Fig. 1: run 1, congestion heat map
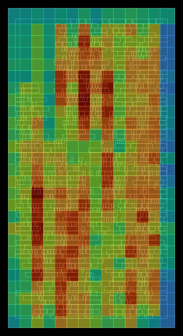
Fig. 2: run 1, metal 4
Drawn at 3 px/um. Supply wires on this layer in gray.
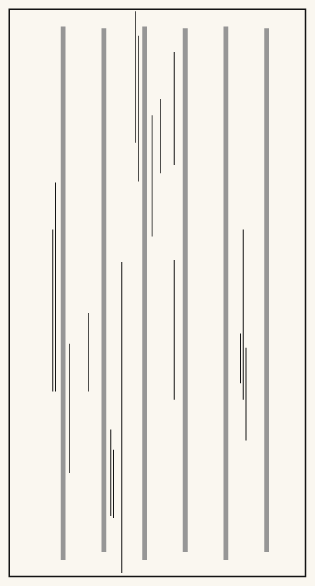
Fig. 3: run 1, gate-type map
Drawn at 4 px/um.
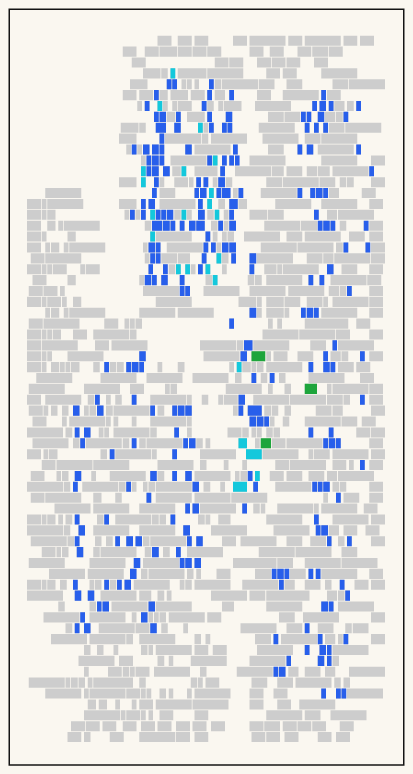
**config.mk**
```make
export PLATFORM = sky130hd
export DESIGN_NAME = vec_mem_responder
export DESIGN_NICKNAME = d
export VERILOG_FILES = /design/src/rtl/vec_mem_responder.sv
export SDC_FILE = /design/constraint.sdc
export NUM_CORES = 1
export LEC_CHECK = 0
export ABC_AREA = 1
export CAP_MARGIN = 15
export CORE_ASPECT_RATIO = 2
export CORE_MARGIN = 4
export CORE_UTILIZATION = 45
export DETAILED_ROUTE_END_ITERATION = 8
export GPL_TIMING_DRIVEN = 0
export PLACE_DENSITY = 0.72
export RECOVER_POWER = 25
export SLEW_MARGIN = 5
export SYNTH_ARGS = -nofsm -noshare
export SYNTH_HDL_FRONTEND = slang
export SYNTH_SLANG_ARGS = --single-unit
```
**constraint.sdc**
```tcl
create_clock -name clk -period 3.19 [get_ports clk]
set_clock_uncertainty 0.15 [all_clocks]
set_input_delay 0.4785 -clock clk [delete_from_list [all_inputs] [get_ports clk]]
set_output_delay 0.4785 -clock clk [all_outputs]
set_load 0.02 [all_outputs]
```
**src/rtl/vec_mem_responder.sv**
```systemverilog
// Vector memory responder: splits 48-bit load/store requests into three 16-bit beats
// against a single-port synchronous RAM. Optional per-lane store mask via VEC_LANE_MASK_EN.
//
// state   | meaning
// IDLE    | waiting for a request (req_ready high once out of reset)
// WR      | issuing three lane writes, beat_q = 0..2
// RD      | issuing three lane reads, capturing lane beat_q-1 from mem_q
// RD_TAIL | capturing the last lane returned by the RAM
// RESP    | holding the response until rsp_ready

module vec_mem_responder #(
    parameter int ADDR_W = 8,
    parameter int LANE_W = 16
) (
    input  logic                  clk,
    input  logic                  rst,
    input  logic                  req_valid,
    output logic                  req_ready,
    input  logic                  req_we,
    input  logic [ADDR_W-1:0]     req_addr,
    input  logic [3*LANE_W-1:0]   req_wdata,
`ifdef VEC_LANE_MASK_EN
    input  logic [2:0]            req_lmask,
`endif
    output logic                  rsp_valid,
    input  logic                  rsp_ready,
    output logic [3*LANE_W-1:0]   rsp_data,
    output logic [ADDR_W+1:0]     mem_addr,
    output logic [LANE_W-1:0]     mem_wdata,
    output logic                  mem_wren,
    output logic                  mem_rden,
    input  logic [LANE_W-1:0]     mem_q
);

    localparam int AW = ADDR_W + 2;

    typedef enum logic [2:0] {
        IDLE    = 3'd0,
        WR      = 3'd1,
        RD      = 3'd2,
        RD_TAIL = 3'd3,
        RESP    = 3'd4
    } state_t;

    state_t                 state_q;
    logic [1:0]             beat_q;
    logic [3*LANE_W-1:0]    wdata_q;
    logic [2*LANE_W-1:0]    data_q;
    logic                   req_ready_q;
    logic                   rsp_valid_q;
    logic [3*LANE_W-1:0]    rsp_data_q;
    logic [AW-1:0]          mem_addr_q;
    logic [LANE_W-1:0]      mem_wdata_q;
    logic                   mem_wren_q;
    logic                   mem_rden_q;
`ifdef VEC_LANE_MASK_EN
    logic [2:0]             lmask_q;
`endif

    // 3*A computed as (A<<1)+A in the widened address space, so A=255 reaches 767.
    logic [AW-1:0] base_addr;
    assign base_addr = ({2'b00, req_addr} << 1) + {2'b00, req_addr};

    function automatic logic [LANE_W-1:0] lane_sel(input logic [3*LANE_W-1:0] v,
                                                   input logic [1:0]          idx);
        case (idx)
            2'd0:    lane_sel = v[LANE_W-1:0];
            2'd1:    lane_sel = v[2*LANE_W-1:LANE_W];
            2'd2:    lane_sel = v[3*LANE_W-1:2*LANE_W];
            default: lane_sel = '0;
        endcase
    endfunction

    always_ff @(posedge clk or negedge rst) begin
        if (!rst) begin
            state_q     <= IDLE;
            beat_q      <= '0;
            wdata_q     <= '0;
            data_q      <= '0;
            req_ready_q <= 1'b0;
            rsp_valid_q <= 1'b0;
            rsp_data_q  <= '0;
            mem_addr_q  <= '0;
            mem_wdata_q <= '0;
            mem_wren_q  <= 1'b0;
            mem_rden_q  <= 1'b0;
`ifdef VEC_LANE_MASK_EN
            lmask_q     <= '0;
`endif
        end else begin
            case (state_q)
                IDLE: begin
                    if (!req_ready_q) begin
                        req_ready_q <= 1'b1;
                    end else if (req_valid) begin
                        req_ready_q <= 1'b0;
                        wdata_q     <= req_wdata;
                        beat_q      <= 2'd0;
                        mem_addr_q  <= base_addr;
`ifdef VEC_LANE_MASK_EN
                        lmask_q     <= req_lmask;
`endif
                        if (req_we) begin
                            state_q     <= WR;
                            mem_wdata_q <= req_wdata[LANE_W-1:0];
`ifdef VEC_LANE_MASK_EN
                            mem_wren_q  <= req_lmask[0];
`else
                            mem_wren_q  <= 1'b1;
`endif
                        end else begin
                            state_q    <= RD;
                            mem_rden_q <= 1'b1;
                        end
                    end
                end

                WR: begin
                    if (beat_q == 2'd2) begin
                        state_q     <= RESP;
                        mem_wren_q  <= 1'b0;
                        mem_addr_q  <= '0;
                        mem_wdata_q <= '0;
                        rsp_valid_q <= 1'b1;
                        rsp_data_q  <= '0;
                    end else begin
                        beat_q      <= beat_q + 2'd1;
                        mem_addr_q  <= mem_addr_q + 1'b1;
                        mem_wdata_q <= lane_sel(wdata_q, beat_q + 2'd1);
`ifdef VEC_LANE_MASK_EN
                        mem_wren_q  <= lmask_q[beat_q + 2'd1];
`else
                        mem_wren_q  <= 1'b1;
`endif
                    end
                end

                RD: begin
                    // RAM data lags the read strobe by one cycle, so beat b returns lane b-1.
                    if (beat_q == 2'd1) data_q[LANE_W-1:0]        <= mem_q;
                    if (beat_q == 2'd2) data_q[2*LANE_W-1:LANE_W] <= mem_q;
                    if (beat_q == 2'd2) begin
                        state_q    <= RD_TAIL;
                        mem_rden_q <= 1'b0;
                        mem_addr_q <= '0;
                    end else begin
                        beat_q     <= beat_q + 2'd1;
                        mem_addr_q <= mem_addr_q + 1'b1;
                    end
                end

                RD_TAIL: begin
                    state_q     <= RESP;
                    rsp_valid_q <= 1'b1;
                    rsp_data_q  <= {mem_q, data_q};
                end

                RESP: begin
                    if (rsp_ready) begin
                        state_q     <= IDLE;
                        rsp_valid_q <= 1'b0;
                        rsp_data_q  <= '0;
                        req_ready_q <= 1'b1;
                    end
                end

                default: begin
                    state_q <= IDLE;
                end
            endcase
        end
    end

    assign req_ready = req_ready_q;
    assign rsp_valid = rsp_valid_q;
    assign rsp_data  = rsp_data_q;
    assign mem_addr  = mem_addr_q;
    assign mem_wdata = mem_wdata_q;
    assign mem_wren  = mem_wren_q;
    assign mem_rden  = mem_rden_q;

endmodule

```
==> deck_impl_summary.md, run 1 <==
Key Metrics from the Run

Place
  • PortBufs: 154
  • Placer Congestion: 0.856
  • Post-DP HPWL: 14.9 mm
  • Post-DP Area: 0.00916 mm2
  • Pre-CTS WS: 0.689 ns

Run
  • Number of max-cap violations: 1

Power
  • Pwr Density: 1060 mW/mm2
  • Clock power share: 20.8%
  • Internal power: 6.29 mW
  • Sw Ratio: 39.3%
  • Combinational Power Share: 43.9%
  • Sequential share of power: 35.3%
  • Power Total: 10.4 mW

Outcome
  • Outcome: finished with violations
  • Failing checks: capacitance limit, slew limit

Floorplanning
  • Io pins: 155
  • Die width: 98.3 um
  • Die Height: 189 um
  • Core Rows: 65
  • CORE AREA: 0.0159 mm2
  • Die Size: 0.0185 mm2

Synth
  • Yosys cell types: 29
  • Syn Inst Count: 787
  • Post-synthesis mux area share: 7.37%
  • Yosys cell count: 787
  • Basic Gates by Area: 16.0%
  • Syn Area/Cell: 9.32 um2
  • Fa+ha+maj area frac: 2.66%
  • Area share, top type: 55.6%
  • Yosys top cell by area: dfrtp_1
  • Xor/xnor share: 0%
  • Ys flops: 163

Final timing
  • Worst-Margin Slew: 1.54 ns
  • Fin crit period: 2.31 ns
  • Endpoints failing setup: 0
  • Max-slew violations: 62
  • Hold Violations, Final: 0
  • Setup ws final: 0.884 ns
  • WHS: 0.338 ns

Clock network
  • H-tree levels: 4
  • Post_cts resized: 0
  • Root Buffer: clkbuf_16
  • Clock transition at path regs: 0.06 ns
  • CTS tree: yes
  • Clk_lat worst skew: 0.42 ns
  • CTS Buffer Depth: 2
  • Total CTS buffers: 17
  • Clock sink count: 163

Setup path
  • Delay-heaviest family, CP: buffers and inverters
  • CP Launch Type: primary input
  • Reg-to-reg setup timing slack: 0.91 ns
  • Crit path capture type: async pin
  • CP bufs+invs: 3
  • Critical path cell sequence: dlygate4sd3_1 > clkbuf_2 > buf_16
  • Crit-path max FO: 102
  • Crit path required time: 3.56 ns
  • Arr. time, crit path: 2.68 ns
  • Slowest-stage cell, CP: clkbuf_2
  • WS Path Type: primary input to async pin

Min path
  • Worst Hold Depth: 2
  • Min-delay worst type: flip-flop to flip-flop
  • Hold Crit Endpoint: mem_wdata[7]

Finish
  • Syn-to-layout area delta: 33.4%
  • Most frequent logic cell in the layout: nand2_1
  • Fin nets: 1054
  • # diodes: 0

Global route
  • Vias in the first global route: 6235
  • First-pass GRT wire length: 31.8 mm
  • Gr ovfl total: 0
  • Largest net degree at the start of global routing: 103

Routing
  • Vias: 5987
  • Routed length per instance: 16.7 um
  • Post-route antenna net violation count: 0
-- Fig. 1 (at the start) --
GR Util met2: 41.6%
met3 Track Usage GR: 4.89%
met1 usage: 22.3%

-- Fig. 2 (at the start) --
share of all routed wire	3.5%
nets with wire on the layer	15
main direction	vertical

-- Fig. 3 (at the start) --
family	color	cells
non-inverting ao/oa cells	green	3
nor cells	cyan	23
nand cells	blue	248

## run 1: metal layers
layer	vias to the layer above	routed length [um]
met5	-	0
met4	0	689
met3	36	849
met2	167	11200
met1	2849	6930
li1	2935	-
## run 1: timing repair
item | in CTS | in global routing
hold endpoints to repair | 61 | 0
hold buffers | 1 | 0
setup buffers | 0 | 0
## run 1: layout make-up
| cell class | count | area [um2] | area share (%) |
|---|---|---|---|
| Timing Repair Buffer | 156 | 1570 | 16.1 |
| Tap cell | 201 | 251 | 2.57 |
| Buffer | 36 | 153 | 1.56 |
| Sequential cell | 163 | 4080 | 41.7 |
| Inverter | 108 | 405 | 4.14 |
| Clock buffer | 19 | 433 | 4.42 |
| Clock inverter | 13 | 190 | 1.94 |
| Multi-Input combinational cell | 480 | 2700 | 27.6 |
## run 1: state kept, by name, summed over array words and instances, names as in the netlist
name       cells
beat_q         2
data_q        32
mem_addr      10
mem_rden       1
mem_wdata     16
mem_wren       1
req_ready      1
rsp_data      48
rsp_valid      1
state_q        3
wdata_q       48
## run 1: per-stage QoR
stage | instances | util (%)
after detailed placement | 1143 | 57.8
after global routing | 1176 | 61.7
final | 1176 | 61.7
after global placement | 1142 | 57.6
after CTS | 1176 | 61.8
after floorplan | 787 | -
## run 1: worst register-to-register path, cell delays in order, from the launching register on
cell and delay [ns]:
dfrtp_1 0.40, inv_1 0.14, ha_1 0.20, inv_1 0.14, nand3_1 0.17, inv_2 0.12, nor3_2 0.38, buf_2 0.32
nand2_1 0.10, o21ai_1 0.10
## run 1: worst max path at each step
| stage | start | end | slack [ns] | cells past startpoint |
|---|---|---|---|---|
| 3_3_place_gp | rst | wdata_q[12] | -5.10 | 1 |
| 6_report | rst | wdata_q[43] | 0.88 | 3 |
| 2_1_floorplan | req_addr[0] | mem_addr[7] | 1.38 | 13 |
| 5_1_grt | rst | mem_addr[0] | 0.56 | 3 |
| 3_5_place_dp | req_addr[1] | mem_addr[7] | 0.69 | 14 |
| 4_1_cts | beat_q[0] | rsp_valid | 0.89 | 9 |
## run 1: power by group through the flow
stage / Clock, mW / Combinational, mW / Sequential, mW
floorplan: 0 / 2.25 / 4.11
finish: 2.15 / 4.54 / 3.66
global route: 2.28 / 5.01 / 3.79
detailed placement: 0 / 4.56 / 3.68
CTS: 2.19 / 4.60 / 3.66
global placement: 0 / 4.48 / 3.66
## run 1: cells in the mapped netlist
cell / number
nor2_2: 1
or2_2: 3
a32o_1: 1
nor3_2: 1
inv_1: 102
o22ai_1: 17
nand4_1: 3
dfrtp_1: 163
o21a_1: 1
nand3_1: 76
a22oi_1: 17
nand3b_1: 2
inv_2: 6
clkbuf_1: 22
o21ai_0: 50
a31oi_1: 1
mux2_1: 3
fa_1: 1
nand3_2: 1
o21ai_1: 42
nor2_1: 20
nand2_2: 1
a21oi_1: 13
buf_2: 14
mux2_2: 45
ha_1: 14
o22a_1: 1
nor2_4: 1
nand2_1: 165
Fig. 4: run 1, wire density map
Drawn at 2 px/um. 20 x 38 tiles, from white (low) to dark blue (high), scaled to the fullest tile. Values are wire area over tile area, all layers added.
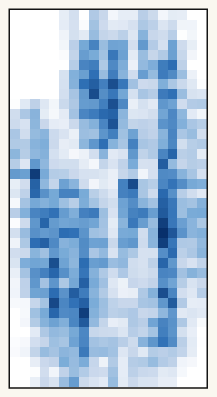

--- run 2 (diff from run 1) ---
PLACE_DENSITY = 0.75   (was 0.72)
clock period = 2.1 ns   (was 3.19 ns; I/O delays follow)
Fig. 5: run 2, wire density map
Drawn at 2 px/um. 20 x 38 tiles, from white (low) to dark blue (high), scaled to the fullest tile. Values are wire area over tile area, all layers added.
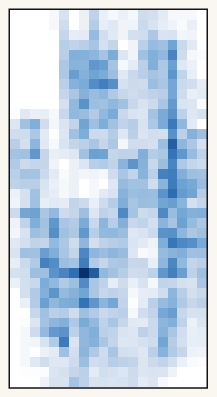
fullest tile	0.65
nearly empty tiles	12%
mean over tiles	0.17
emptiest ninth of the die	north-west

Fig. 6: run 2, gate-type map
Drawn at 4 px/um.
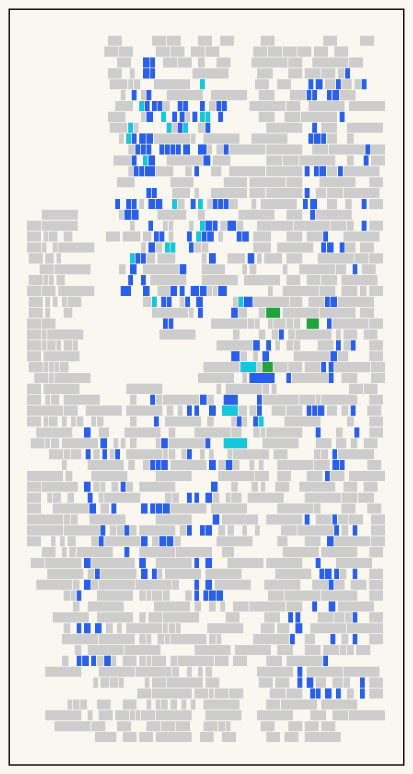
family	color	cells
non-inverting ao/oa cells	green	3
nor cells	cyan	23
nand cells	blue	248
Layout Cells excl Fill: 1176
multi-input combinational area share: 27.8%

==> run 2 against run 1 <==
The run now ends clean. Sequential share of layout area decreased by 0.19 points. Non-clock buffer count unchanged. Routed wire length grew 1.4%. Hold slack worse by 0.10 ns. Largest cell class unchanged. Highest routed layer unchanged.
==> deck_impl_summary.md, run 2 <==
Key Metrics from the Run

Floorplanning
  • Die Size: 0.0185 mm2 (unchanged)
  • Io pins: 155 (unchanged)
  • Core Rows: 65 (unchanged)
  • CORE AREA: 0.0159 mm2 (unchanged)
  • Die width: 98.3 um (unchanged)

Place
  • Post-Place Cells: 1143 (unchanged)
  • Placer Congestion: 0.909 (+6.2%)
  • Pre-CTS WS: -0.336 ns (-1.03 ns)
  • PortBufs: 154 (unchanged)

Finish
  • # diodes: 0 (unchanged)
  • Gate Area: 0.00273 mm2 (+1.2%)
  • Fin nets: 1054 (unchanged)
  • Sequential Area: 0.00408 mm2 (unchanged)
  • Layout cells sized above 1: 12.3%

Synth
  • Number of enable flip-flop cells: 0 (unchanged)
  • Most frequent cell after synthesis: nand2_1
  • Yosys cell types: 29 (unchanged)
  • Top cells by count: 165 x nand2_1, 163 x dfrtp_1, 102 x inv_1, 76 x nand3_1, 50 x o21ai_0
  • Syn Inst Count: 787 (unchanged)
  • Syn Area/Cell: 9.32 um2 (unchanged)
  • Yosys top cell by area: dfrtp_1
  • Commonest register cell after synthesis: dfrtp_1

Final timing
  • Hold Violations, Final: 0 (unchanged)
  • Worst-Margin Slew: 0.615 ns (-0.929 ns)
  • Endpoints failing setup: 0 (unchanged)
  • Max-slew violations: 0 (-100%)
  • WHS: 0.235 ns (-0.103 ns)
  • Fin crit period: 2.01 ns

Setup path
  • WS Path Type: flip-flop to output port
  • Crit path capture type: output port
  • Delay-heaviest family, CP: buffers and inverters
  • Critical path cell sequence: clkdlybuf4s50_1
  • Crit path required time: 1.63 ns (-1.93 ns)
  • Slowest-stage cell, CP: clkdlybuf4s50_1
  • Arr. time, crit path: 1.55 ns (-1.13 ns)
  • CP Launch Type: flip-flop
  • Crit-path max FO: 6 (-94%)
  • CP bufs+invs: 1 (-2)

Min path
  • Min-delay worst type: primary input to async pin

Global route
  • Gr ovfl total: 0 (unchanged)
  • Vias in the first global route: 6287 (+0.83%)
  • Largest net degree at the start of global routing: 115 (+12%)

Routing
  • Routed length per instance: 16.9 um (+1.4%)
  • Post-route antenna net violation count: 0 (unchanged)

Clock network
  • Clock transition at path regs: 0.07 ns (about the same)
  • CTS tree: yes
  • Clk_lat worst skew: 0.43 ns (about the same)
  • Total CTS buffers: 17 (unchanged)
  • Clock sink count: 163 (unchanged)
  • H-tree levels: 4 (unchanged)
  • CTS Buffer Depth: 2 (unchanged)

Power
  • Pwr Density: 1600 mW/mm2 (+51%)

Outcome
  • Outcome: finished, final reports clean
[run 2: cell counts after synthesis]
Identical to the previous run, type by type.
[run 2: timing repair]
action | CTS | global route
endpoints found under the hold margin | 49 | 0
endpoints found under the setup margin | 61 | 80
setup buffers | 2 | 0
pin swaps | 1 | 0
hold buffers | 1 | 0
resized | 7 | 17
[run 2: kinds of logic (layout without fill, tap and decap cells)]
| group | Yosys count | in the layout | synth area share, % |
|---|---|---|---|
| AND-OR/OR-AND | 143 | 143 | 10.8 |
| adder cells (fa/ha/maj) | 15 | 15 | 2.66 |
| buffers and inverters | 144 | 332 | 7.61 |
| flip-flops | 163 | 163 | 55.6 |
| multiplexers | 48 | 48 | 7.37 |
| AND/OR/NAND/NOR | 274 | 274 | 16.0 |
[run 2: per-stage QoR]
stage	TNS, ns	utilization [%]	power [mW]	area [um2]
after detailed placement	-8.48	57.8	12.5	9160
after CTS	0	61.8	15.8	9810
after floorplan	0	-	9.65	7340
after global placement	-984.34	57.6	12.3	9130
final	0	62.0	15.7	9830
after global routing	0	62.0	16.8	9830
[run 2: worst paths after layout]
check	slack, ns	end	startpoint	depth (start not counted)
worst max-delay path	0.09	mem_addr[5]	mem_addr[5]	1
worst min-delay path	0.23	rsp_data[25]	rst	2
worst max register to register	0.12	rsp_data[18]	beat_q[0]	9
worst min register to register	0.34	mem_wdata[15]	mem_wdata[15]	2
max in group asynchronous	0.66	state_q[0]	rst	3
min in group clk	0.34	mem_wdata[15]	mem_wdata[15]	2
[run 2: routing by layer]
| layer | global-route usage [%] | up-vias | share of wire (%) | wire [um] |
|---|---|---|---|---|
| li1 | - | 2936 | - | - |
| met1 | 23.3 | 2908 | 36 | 7080 |
| met5 | 0 | - | 0 | 0 |
| met2 | 41.6 | 203 | 56 | 11200 |
| met4 | 10.5 | 0 | 4.0 | 789 |
| met3 | 4.48 | 45 | 4.5 | 902 |
[run 2: area by class of cell]
| cell class | instances | share of cell area [%] |
|---|---|---|
| plain buffers | 34 | 1.62 |
| clock buffers | 18 | 4.37 |
| clock inverters | 14 | 1.73 |
| inverters | 108 | 4.15 |
| multi-input cells | 480 | 27.8 |
| flip-flops and latches | 163 | 41.5 |
| well taps | 201 | 2.56 |
| repair buffers | 158 | 16.3 |
[run 2: power by group]
part / internal, mW / switching [mW] / total [mW]
combinational: 3.06 / 3.99 / 7.05
clock: 1.70 / 1.41 / 3.11
sequential: 4.65 / 0.903 / 5.55
total: 9.41 / 6.30 / 15.7
--- run 3 (diff from run 2) ---
CAP_MARGIN = 30   (was 15)
CORE_ASPECT_RATIO = 0.9   (was 2)
Fig. 7: run 3, wire density map
Drawn at 3 px/um. 29 x 26 tiles, from white (low) to dark blue (high), scaled to the fullest tile. Values are wire area over tile area, all layers added.
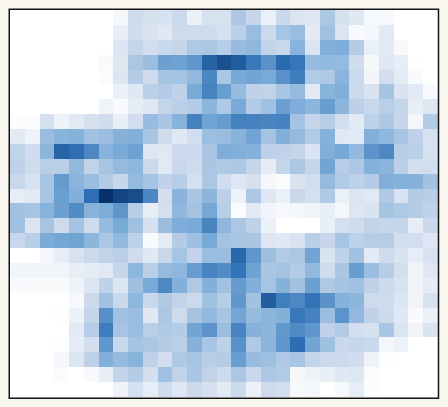
nearly empty tiles	15%
mean over tiles	0.17
emptiest ninth of the die	north-west
fullest tile	0.63
tiles over half the peak	12%
Post-Route WL: 19.3 mm
vias: 6027
GRT Total Usage: 21.4%
routed length per instance: 16.3 um

Fig. 8: run 3, gate-type map
Drawn at 4 px/um.
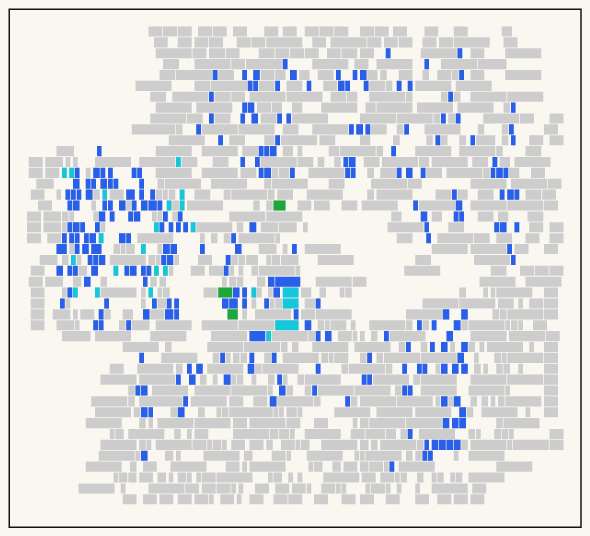
family	color	cells
nor cells	cyan	23
non-inverting ao/oa cells	green	3
nand cells	blue	248
most frequent logic cell in the layout: nand2_1
Layout Cells excl Fill: 1182
multi-input combinational area share: 27.8%

==> run 3 against run 2 <==
Sequential power about the same. Global-route usage shrank 0.83 points. Count of clock-buffer cells in the layout up 2. Cell area hardly changed. Critical path type unchanged. Critical endpoint is now mem_addr[4]. Highest routed layer is now met5.
==> deck_impl_summary.md, run 3 <==
Key Metrics from the Run

Outcome
  • Outcome: finished, final reports clean

Power
  • Power Total: 15.7 mW (+0.25%)
  • Pwr Density: 1600 mW/mm2 (+0.27%)
  • Sequential share of power: 35.4% (about the same)
  • Sw Ratio: 38.6% (-1.5 points)
  • Clock power share: 19.8% (about the same)
  • Net Sw Power: 6.08 mW (-3.4%)
  • Combinational Power Share: 44.8% (about the same)

Finish
  • # diodes: 0 (unchanged)
  • Fin nets: 1055 (+0.095%)

Setup path
  • Critical path cell sequence: clkdlybuf4s50_1
  • CP Launch Type: flip-flop
  • Setup crit end: mem_addr[4]
  • Delay-heaviest family, CP: buffers and inverters
  • Crit path required time: 1.63 ns (about the same)
  • R2R depth: 9 (unchanged)
  • Logic depth of the worst path, buffers included: 1 (unchanged)
  • Worst r2r src: beat_q[0]
  • Crit path launch: mem_addr[4]
  • WS Path Type: flip-flop to output port

Synth
  • Commonest register cell after synthesis: dfrtp_1
  • Top cells by count: 165 x nand2_1, 163 x dfrtp_1, 102 x inv_1, 76 x nand3_1, 50 x o21ai_0
  • Most frequent cell after synthesis: nand2_1
  • Syn Area/Cell: 9.32 um2 (unchanged)
  • Number of enable flip-flop cells: 0 (unchanged)
  • Yosys cell types: 29 (unchanged)
  • Syn Inst Count: 787 (unchanged)

Global route
  • Global route hottest layer: met2
  • Largest net degree at the start of global routing: 88 (-23%)
  • Gr ovfl total: 0 (unchanged)
  • Met1 usage: 30.9% (+7.6 points)

Clock network
  • Clock transition at path regs: 0.06 ns (about the same)
  • Clock sink count: 163 (unchanged)
  • H-tree levels: 4 (unchanged)
  • CTS tree: yes

Final timing
  • Hold Violations, Final: 0 (unchanged)
  • Worst-Margin Slew: 1.02 ns (+0.408 ns)
  • Setup TNS: 0 ns (unchanged)
  • Endpoints failing setup: 0 (unchanged)
  • Max-slew violations: 0 (unchanged)

Floorplanning
  • Die Size: 0.0184 mm2 (-0.65%)
  • Core Rows: 44 (-32%)
  • Die width: 143 um (+45%)

Routing
  • Post-route antenna net violation count: 0 (unchanged)

Place
  • PortBufs: 154 (unchanged)
  • Pre-CTS WS: -0.228 ns (+0.108 ns)
  • Placer Congestion: 0.876 (-3.6%)

Min path
  • Min-delay worst type: flip-flop to flip-flop
## run 3: worst min path at each step
stage	endpoint	slack (ns)	cells after the start
final	data_q[19]	0.34	2
after detailed placement	mem_wdata[11]	0.17	1
after CTS	mem_wdata[2]	0.31	2
after global routing	wdata_q[43]	0.34	2
after floorplan	beat_q[0]	-0.13	0
after global placement	data_q[21]	0.32	2
## run 3: metal layers
metal	part of all wire, %	up-vias
met2	46	159
li1	-	2942
met5	0.094	-
met1	46	2903
met3	6.2	21
met4	1.6	2
## run 3: layout make-up
class	instances	area [um2]
well taps	207	259
inverters	108	408
plain buffers	34	169
fillers	1374	6250
clock buffers	20	457
multi-input cells	480	2730
repair buffers	159	1590
flip-flops and latches	163	4080
clock inverters	11	135
## run 3: repair_timing
action / in CTS / in global routing
hold buffers: 1 / 0
resized: 4 / 27
setup buffers: 0 / 3
endpoints found under the hold margin: 76 / 0
setup endpoints to repair: 57 / 105
gates cloned: 0 / 0
pin swaps: 0 / 1
## run 3: metrics by stage
stage / util, % / hold WS [ns] / cell area (um2)
CTS: 60.9 / 0.310 / 9780
global route: 61.1 / 0.339 / 9830
detailed placement: 57.0 / 0.174 / 9170
floorplan: - / -0.131 / 7340
finish: 61.1 / 0.337 / 9830
global placement: 56.8 / 0.319 / 9140
## run 3: cells by family (layout without fill, tap and decap cells)
kind of cell	Yosys count	count (layout)	share of synthesized area [%]
compound gates	143	143	10.8
fa+ha+maj	15	15	2.66
flops	163	163	55.6
mux	48	48	7.37
buf+inv	144	332	7.61
simple gates	274	274	16.0
## run 3: power groups by stage
stage	combinational, mW	clock [mW]	sequential, mW
CTS	6.96	3.17	5.56
detailed placement	6.88	0	5.59
finish	7.06	3.12	5.57
floorplan	3.42	0	6.24
global route	7.80	3.32	5.76
global placement	6.75	0	5.55
Power figures rest on the tool's default switching activity, not on a simulated workload.
